<file path="src/rtl/branch_predict_unit.sv">
// branch_predict_unit
//   Dynamic branch predictor and mispredict controller for a 5-stage RV32I pipe.
//   IF side : direct-mapped BTB with 2-bit saturating counters gives a
//             zero-latency prediction for PCF.
//   EX side : compares the prediction carried down the pipe against the
//             resolved outcome, raises a redirect on mismatch, trains the
//             tables and keeps branch / mispredict event counters.
//
// Ports
//   clk, rst                 clock, synchronous active-high reset
//   PCF                      fetch PC
//   PredTakenF, PredNextPCF  prediction for PCF
//   PCE, BranchTypeE,        EX-stage instruction PC, branch type,
//   BranchE, BranchTargetE   resolved direction and target
//   PredTakenE, PredTargetE  prediction that travelled with the EX instruction
//   StallE                   EX stalled; instruction not yet committed
//   MispredictE, RedirectPCE flush request and corrected fetch PC
//   BranchCnt, MissCnt       performance counters (wrap at 2^32)
module branch_predict_unit #(
  parameter int ENTRIES = 16,
  parameter int INDEX_W = $clog2(ENTRIES)
) (
  input  logic        clk,
  input  logic        rst,
  input  logic [31:0] PCF,
  output logic        PredTakenF,
  output logic [31:0] PredNextPCF,
  input  logic [31:0] PCE,
  input  logic [2:0]  BranchTypeE,
  input  logic        BranchE,
  input  logic [31:0] BranchTargetE,
  input  logic        PredTakenE,
  input  logic [31:0] PredTargetE,
  input  logic        StallE,
  output logic        MispredictE,
  output logic [31:0] RedirectPCE,
  output logic [31:0] BranchCnt,
  output logic [31:0] MissCnt
);

  localparam int TAG_W = 30 - INDEX_W;

  // Control state (reset) and data state (not reset; guarded by valid).
  logic [ENTRIES-1:0]       valid;
  logic [ENTRIES-1:0][1:0]  cnt;
  logic [TAG_W-1:0]         tag    [ENTRIES];
  logic [31:0]              target [ENTRIES];

  function automatic logic [1:0] sat_inc(input logic [1:0] c);
    return (c == 2'b11) ? c : c + 2'b01;
  endfunction

  function automatic logic [1:0] sat_dec(input logic [1:0] c);
    return (c == 2'b00) ? c : c - 2'b01;
  endfunction

  logic [INDEX_W-1:0] idx_f, idx_e;
  logic [TAG_W-1:0]   tag_f, tag_e;
  logic               hit_f, hit_e;
  logic               ev_q;
  logic               stale_q;
  logic               unused_pc_bits;

  // Byte-offset bits never take part in indexing or tagging.
  assign unused_pc_bits = ^{PCF[1:0], PCE[1:0]};

  // IF lookup: reads registered state only, so a same-cycle update is not
  // visible until the following cycle.
  assign idx_f       = PCF[INDEX_W+1:2];
  assign tag_f       = PCF[31:INDEX_W+2];
  assign hit_f       = valid[idx_f] && (tag[idx_f] == tag_f);
  assign PredTakenF  = hit_f && cnt[idx_f][1];
  assign PredNextPCF = PredTakenF ? target[idx_f] : PCF + 32'd4;

  // EX resolution
  assign idx_e   = PCE[INDEX_W+1:2];
  assign tag_e   = PCE[31:INDEX_W+2];
  assign hit_e   = valid[idx_e] && (tag[idx_e] == tag_e);
  assign ev_q    = (BranchTypeE != 3'd0) && !StallE && !rst;
  // A non-branch that was predicted taken came from a stale or aliased entry.
  assign stale_q = (BranchTypeE == 3'd0) && PredTakenE && !StallE && !rst;

  always_comb begin
    MispredictE = 1'b0;
    if (ev_q)
      MispredictE = (BranchE != PredTakenE) ||
                    (BranchE && (PredTargetE != BranchTargetE));
    else if (stale_q)
      MispredictE = 1'b1;
  end

  assign RedirectPCE = BranchE ? BranchTargetE : PCE + 32'd4;

  // Table training and event counters
  always_ff @(posedge clk) begin
    if (rst) begin
      valid     <= '0;
      cnt       <= {ENTRIES{2'b01}};
      BranchCnt <= '0;
      MissCnt   <= '0;
    end else begin
      if (ev_q) begin
        BranchCnt <= BranchCnt + 32'd1;
        if (hit_e) begin
          cnt[idx_e] <= BranchE ? sat_inc(cnt[idx_e]) : sat_dec(cnt[idx_e]);
        end else if (BranchE) begin
          // Allocation simply overwrites whatever owned this index.
          valid[idx_e] <= 1'b1;
          cnt[idx_e]   <= 2'b10;
        end
      end else if (stale_q && hit_e) begin
        valid[idx_e] <= 1'b0;
      end
      if (MispredictE)
        MissCnt <= MissCnt + 32'd1;
    end
  end

  // Tag/target payload; on a hit the tag rewrite is a no-op.
  always_ff @(posedge clk) begin
    if (ev_q && BranchE) begin
      target[idx_e] <= BranchTargetE;
      tag[idx_e]    <= tag_e;
    end
  end

endmodule

</file>
<file path="config.mk">
export PLATFORM = sky130hd
export DESIGN_NAME = branch_predict_unit
export DESIGN_NICKNAME = d
export VERILOG_FILES = /design/src/rtl/branch_predict_unit.sv
export SDC_FILE = /design/constraint.sdc
export NUM_CORES = 2
export LEC_CHECK = 0
export CELL_PAD_IN_SITES_DETAIL_PLACEMENT = 1
export CELL_PAD_IN_SITES_GLOBAL_PLACEMENT = 2
export CORE_ASPECT_RATIO = 1.25
export CORE_UTILIZATION = 49
export CTS_CLUSTER_DIAMETER = 30
export DETAILED_ROUTE_END_ITERATION = 16
export GPL_TIMING_DRIVEN = 0
export PLACE_DENSITY = 0.95
export SETUP_SLACK_MARGIN = 0.05
export SYNTH_ARGS = -nofsm -noshare
export SYNTH_HDL_FRONTEND = slang
export SYNTH_SLANG_ARGS = --single-unit
</file>
<file path="constraint.sdc">
create_clock -name clk -period 14.25 [get_ports clk]
set_input_delay 2.85 -clock clk [delete_from_list [all_inputs] [get_ports clk]]
set_output_delay 2.85 -clock clk [all_outputs]
set_load 0.005 [all_outputs]
</file>
==> results.toml <==
# implementation run metrics
[cells_and_area]
mostFrequentLayoutCells = "sky130_fd_sc_hd__edfxtp_1 (928), sky130_fd_sc_hd__mux4_2 (379), sky130_fd_sc_hd__clkdlybuf4s50_1 (259)"
final.signal_inverter_count = 31
logic_area_um2 = 16500
sh_seq_area_pct = 51.3
largest_register = "target"
layout.buffer.nonclock.area_share_pct = 7.48
max_ffs_per_register = 512
clock_area_share_pct = 10.1
postLayoutCellArea_um2 = 58700
nets = 3435
syn2layout_area_growth_pct = 23.3
largest_contributor_to_cell_area_by_class = "sequential cells"
count_of_multi_input_combinational_gates = 1558

[global_routing]
grt.busiest_layer = "met2"
grt.met2_usage_pct = 60.9
grt_antenna_before_repair = 18
grt_util_met3_pct = 15.6
overflow = 0
grt_first_pass_wirelength_um = 273000

[placement]
post-place-ws_ps = 3210
routabilityCongestion = 0.984
io_buffer_count = 259
placedInstanceArea_um2 = 52800

[synth]
aoi_share_pct = 4.02
synthesis.yosys.warnings = 0
syn_std_cell_area_um2 = 47600
synth_async_sr_flop_share_pct = 0
ys_cells = 2818
yosys.area.top_type = "sky130_fd_sc_hd__edfxtp_1"
synthCells = 2818
ys_sh_simple_pct = 6.42
synth.top_cells.by_area = "sky130_fd_sc_hd__edfxtp_1 (59%), sky130_fd_sc_hd__mux4_2 (18%), sky130_fd_sc_hd__dfxtp_1 (4.7%)"

[cts]
postCtsSetupRepairBufs = 0
postCtsResizedCells = 0
cts-hold-fix-buffers = 0
clock_sinks = 1040
htree_levels = 4
clockBufferDepth = 3
clock_insertion_delay_worst_skew_ps = 840
cts-buffers-inserted = 174

[worst_setup_path]
worst_setup_path_startpoint = "PCF[3]"
worst_path_max_delay_cell = "sky130_fd_sc_hd__buf_1"
start_kind = "primary input"
critical_path.cell_chain = "clkdlybuf4s50_1 > clkbuf_1 > buf_1 > mux4_2 > mux4_2 > xnor2_1 > nand4_1 > nor4_2 > nand4_2 > buf_6 > mux2i_1 > clkdlybuf4s50_1"
worst_path_largest_cell_delay_ps = 880
cp_top_family = "buffers and inverters"

[floorplan]
core_area_um2 = 96100
chip_area_um2 = 98400
fp_util_pct = 49.5
die_width_um = 281

[pwr]
power.switching_mw = 2.16
comb_cell_power_mw = 0.687
top_power_group = "clock"
p_int_mw = 6.19
comb_power_share_pct = 8.2
power_density_nw_per_um2 = 142
power.sequential.total_mw = 3.36

[detailed_routing]
top_layer_used = "met5"
detailroute.wirelength.met2_um = 89100
route.detailed.drc = 0
dr_total_vias = 35000

[sta]
setup_viol = 0
min_period_ps = 11570
rsz0062_at_grt = "no"
final.setup.tns_ps = 0
worst_hold_slack_ps = 485

[run]
stage_log_warnings = 30
total_of_max_cap_violations = 2

[status]
run_status = "complete, but fails checks"
violations_in_the_final_reports = "capacitance limit"
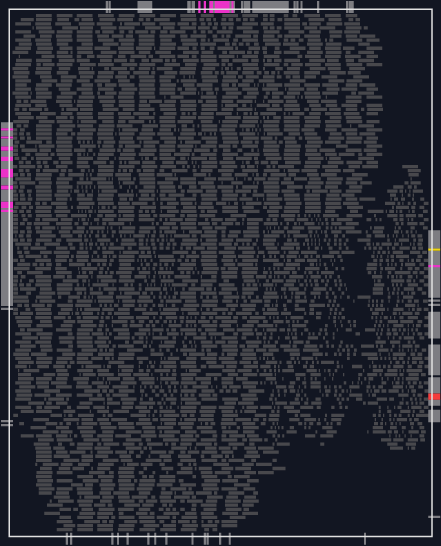
**Above:** I/O pins on the die edge.
Scale: 1.5 px per µm. Pins as bars across the die edge, other pins in grey.
Key: red = `BranchTypeE` [pins 3, direction input, edge right]; yellow = `MispredictE` [pins 1, direction output, edge right]; magenta = `PredTargetE` [pins 32, direction input, edge 16 left, 15 top, 1 right]
All pins by edge: 93 left, 84 right, 75 top, 14 bottom.

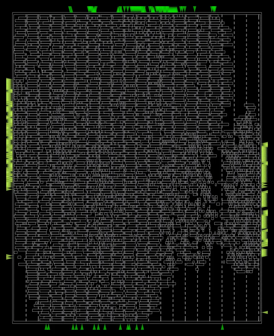
**Above:** cell outlines without signal wires.
share of the core filled with cells: 61.1%
layout sequential cell count: 1040
Taps Inserted: 1290

